power_grid.png
The bar under the picture is 10 µm long. Pins as bars on the die edge.
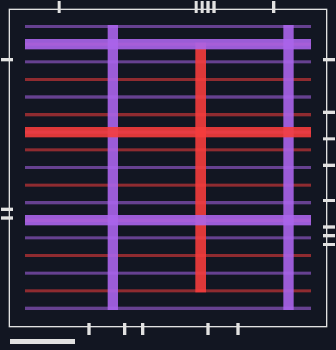
placement_by_type.png
Fill, decap, tap and diode cells in grey.
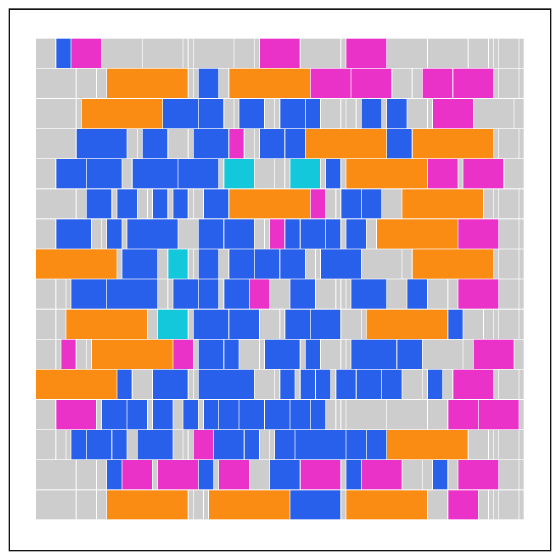
clk_routes.png
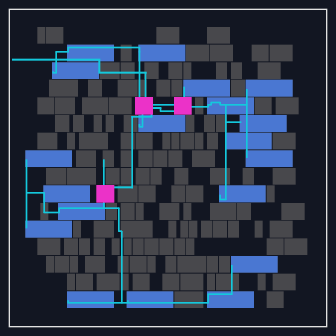
wires.png
The bar under the picture is 10 µm long. Only two layers are drawn.
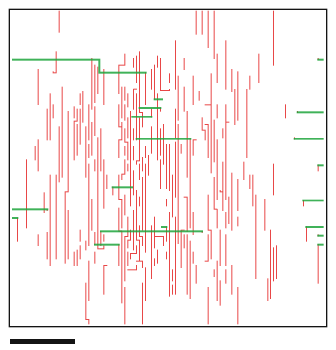
clocks.png
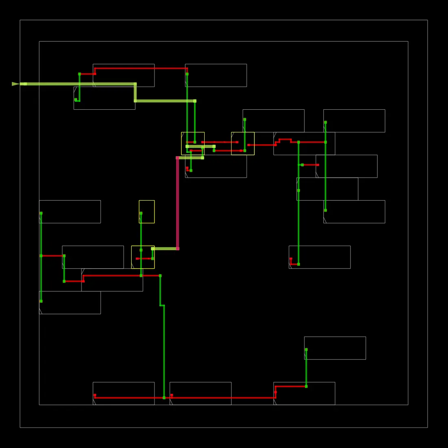
--- src/rtl/filtro_secuenciador.sv ---
// Micro-step sequencer for the band-pass filter datapath: on each accepted sample
// strobe it shifts the F history, runs four multiply-accumulate steps and flags y(k).
//
// state   | meaning
// --------+-----------------------------------------------
// IDLE    | waiting for run && sample_tick
// SHIFT   | F(k-1) <= F(k), F(k-2) <= F(k-1)
// CALC_A1 | A1 = U + c0*F1
// CALC_FK | F  = A1 + c1*F2
// CALC_A2 | A2 = F + c2*F1
// CALC_Y  | Y  = A2 + c3*F2
// DONE    | yk_valid pulse, back to IDLE
module filtro_secuenciador #(
  parameter int         ARIT_LAT = 1,
  parameter logic [2:0] S_FK     = 3'd0,
  parameter logic [2:0] S_FK1    = 3'd1,
  parameter logic [2:0] S_FK2    = 3'd2,
  parameter logic [2:0] Z_FK     = 3'd0,
  parameter logic [2:0] Z_UK     = 3'd1,
  parameter logic [2:0] Z_A1     = 3'd2,
  parameter logic [2:0] Z_A2     = 3'd3,
  parameter logic [1:0] C0       = 2'd0,
  parameter logic [1:0] C1       = 2'd1,
  parameter logic [1:0] C2       = 2'd2,
  parameter logic [1:0] C3       = 2'd3
) (
  input  logic       clk,
  input  logic       reset,
  input  logic       run,
  input  logic       sample_tick,
  output logic       en1,
  output logic       en2,
  output logic       en3,
  output logic       en4,
  output logic       en5,
  output logic       en6,
  output logic       en7,
  output logic [2:0] selmuxS,
  output logic [2:0] selmuxZ,
  output logic [1:0] selmuxC,
  output logic       busy,
  output logic       yk_valid,
  output logic       overrun
);

  typedef enum logic [2:0] {
    IDLE, SHIFT, CALC_A1, CALC_FK, CALC_A2, CALC_Y, DONE
  } state_t;

  localparam logic [3:0] LAT_M1 = 4'(ARIT_LAT - 1);

  state_t     state;
  logic [3:0] wait_cnt;
  logic [6:0] en_q;   // bit n-1 drives en<n>
  logic [7:0] sel_q;  // {S, Z, C}

  function automatic logic [6:0] step_en(state_t s);
    case (s)
      CALC_A1: step_en = 7'b0010000;
      CALC_FK: step_en = 7'b0000010;
      CALC_A2: step_en = 7'b0100000;
      CALC_Y:  step_en = 7'b0000001;
      default: step_en = 7'b0000000;
    endcase
  endfunction

  function automatic logic [7:0] step_sel(state_t s);
    case (s)
      CALC_A1: step_sel = {S_FK1, Z_UK, C0};
      CALC_FK: step_sel = {S_FK2, Z_A1, C1};
      CALC_A2: step_sel = {S_FK1, Z_FK, C2};
      CALC_Y:  step_sel = {S_FK2, Z_A2, C3};
      default: step_sel = 8'd0;
    endcase
  endfunction

  function automatic state_t step_next(state_t s);
    case (s)
      CALC_A1: step_next = CALC_FK;
      CALC_FK: step_next = CALC_A2;
      CALC_A2: step_next = CALC_Y;
      default: step_next = DONE;
    endcase
  endfunction

  always_ff @(posedge clk) begin
    if (reset) begin
      state    <= IDLE;
      wait_cnt <= 4'd0;
      en_q     <= 7'd0;
      sel_q    <= 8'd0;
      busy     <= 1'b0;
      yk_valid <= 1'b0;
      overrun  <= 1'b0;
    end else begin
      en_q     <= 7'd0;
      yk_valid <= 1'b0;
      if (sample_tick && busy) overrun <= 1'b1;
      case (state)
        IDLE: begin
          if (run && sample_tick) begin
            state <= SHIFT;
            en_q  <= 7'b0001100;
            busy  <= 1'b1;
          end
        end
        SHIFT: begin
          state    <= CALC_A1;
          wait_cnt <= LAT_M1;
          sel_q    <= step_sel(CALC_A1);
          if (LAT_M1 == 4'd0) en_q <= step_en(CALC_A1);
        end
        CALC_A1, CALC_FK, CALC_A2, CALC_Y: begin
          // Selects hold for the whole step; the enable fires only as the count hits zero.
          if (wait_cnt != 4'd0) begin
            wait_cnt <= wait_cnt - 4'd1;
            if (wait_cnt == 4'd1) en_q <= step_en(state);
          end else if (state == CALC_Y) begin
            state    <= DONE;
            sel_q    <= 8'd0;
            yk_valid <= 1'b1;
          end else begin
            state    <= step_next(state);
            wait_cnt <= LAT_M1;
            sel_q    <= step_sel(step_next(state));
            if (LAT_M1 == 4'd0) en_q <= step_en(step_next(state));
          end
        end
        DONE: begin
          state <= IDLE;
          busy  <= 1'b0;
        end
        default: begin
          state <= IDLE;
          sel_q <= 8'd0;
          busy  <= 1'b0;
        end
      endcase
    end
  end

  assign {en7, en6, en5, en4, en3, en2, en1} = en_q;
  assign {selmuxS, selmuxZ, selmuxC}         = sel_q;

endmodule
--- config.mk ---
export PLATFORM = sky130hd
export DESIGN_NAME = filtro_secuenciador
export DESIGN_NICKNAME = d
export VERILOG_FILES = /design/src/rtl/filtro_secuenciador.sv
export SDC_FILE = /design/constraint.sdc
export NUM_CORES = 1
export LEC_CHECK = 0
export CORE_MARGIN = 2
export CORE_UTILIZATION = 53
export DETAILED_ROUTE_END_ITERATION = 16
export GPL_TIMING_DRIVEN = 0
export PLACE_DENSITY = 0.82
export SLEW_MARGIN = 15
export SYNTH_ARGS = -nofsm -noshare
export SYNTH_HDL_FRONTEND = slang
export SYNTH_SLANG_ARGS = --single-unit
--- constraint.sdc ---
create_clock -name clk -period 3.37 [get_ports clk]
set_input_delay 0.337 -clock clk [delete_from_list [all_inputs] [get_ports clk]]
set_output_delay 0.337 -clock clk [all_outputs]
set_load 0.01 [all_outputs]
==> results.toml <==
# implementation run metrics
[status]
status = "complete, no violations"

[critical_path]
critPathKind = "flop to flop"
r2r_cells = 9

[cells_and_area]
sh_comb_area = 0.447
fin_area_um2 = 1300
seq_area_frac = 0.292
utilization = 0.678
nonClkBufAreaFrac = 0.194
clkbuf_count = 3

[sta]
post-route-min-period_ns = 2.63
hold_viol = 0
setup-tns-final_ns = 0

[floorplanning]
fp-utilization = 0.553

[power_and_ir_drop]
power.share.combinational = 0.554
p_clk_uw = 114
power_uw = 905
p_comb_uw = 501

[clocking]
worstSkewPairLatency_ns = 0.29
cts_tree = "yes"
clk_path_buf_depth = 2
cts-root-buf = "clkbuf_4"
cts_max_level = 1

[global_routing]
grtUsageMet1 = 0.282
gr-total-overflow = 0

[routing]
drtIter0Drc = 12
first_pass_iters = 4
drc = 0
wl_met2_um = 1070
ant_nets = 0

[place]
io_buffer_count = 17
place.gp.congestion = 0.877

[yosys]
numSynthFlops = 19
ys_types = 44
area_leaders = "dfxtp_1 (36%), a21oi_1 (6.1%), buf_4 (4.9%)"
largest_area_cell = "dfxtp_1"
adder_share = 0.0565
Back to the opening pictures, power_grid.png:
[red] VDD
[purple] VSS
met1 rails: 17
signal pins: 22

Back to the opening pictures, placement_by_type.png:
[cyan] clock drivers and dummy loads | cells: 4 | share of their area: 2.2%
[orange] sequential cells | cells: 19 | share of their area: 30%
[magenta] remaining buffers and delay cells | cells: 31 | share of their area: 20%
[blue] combinational and other logic | cells: 97 | share of their area: 48%

Back to the opening pictures, clk_routes.png:
[cyan] clock wires | length: 220 µm
[blue] flip-flops | count: 19
[magenta] clock drivers | count: 3
routed clock nets: 4

Back to the opening pictures, wires.png:
[red] metal 2 | wire length: 1070 µm
[green] metal 3 | wire length: 83.7 µm

Back to the opening pictures, clocks.png:
CTS Buf Count: 3
Flop Count: 19
clk sink count: 19

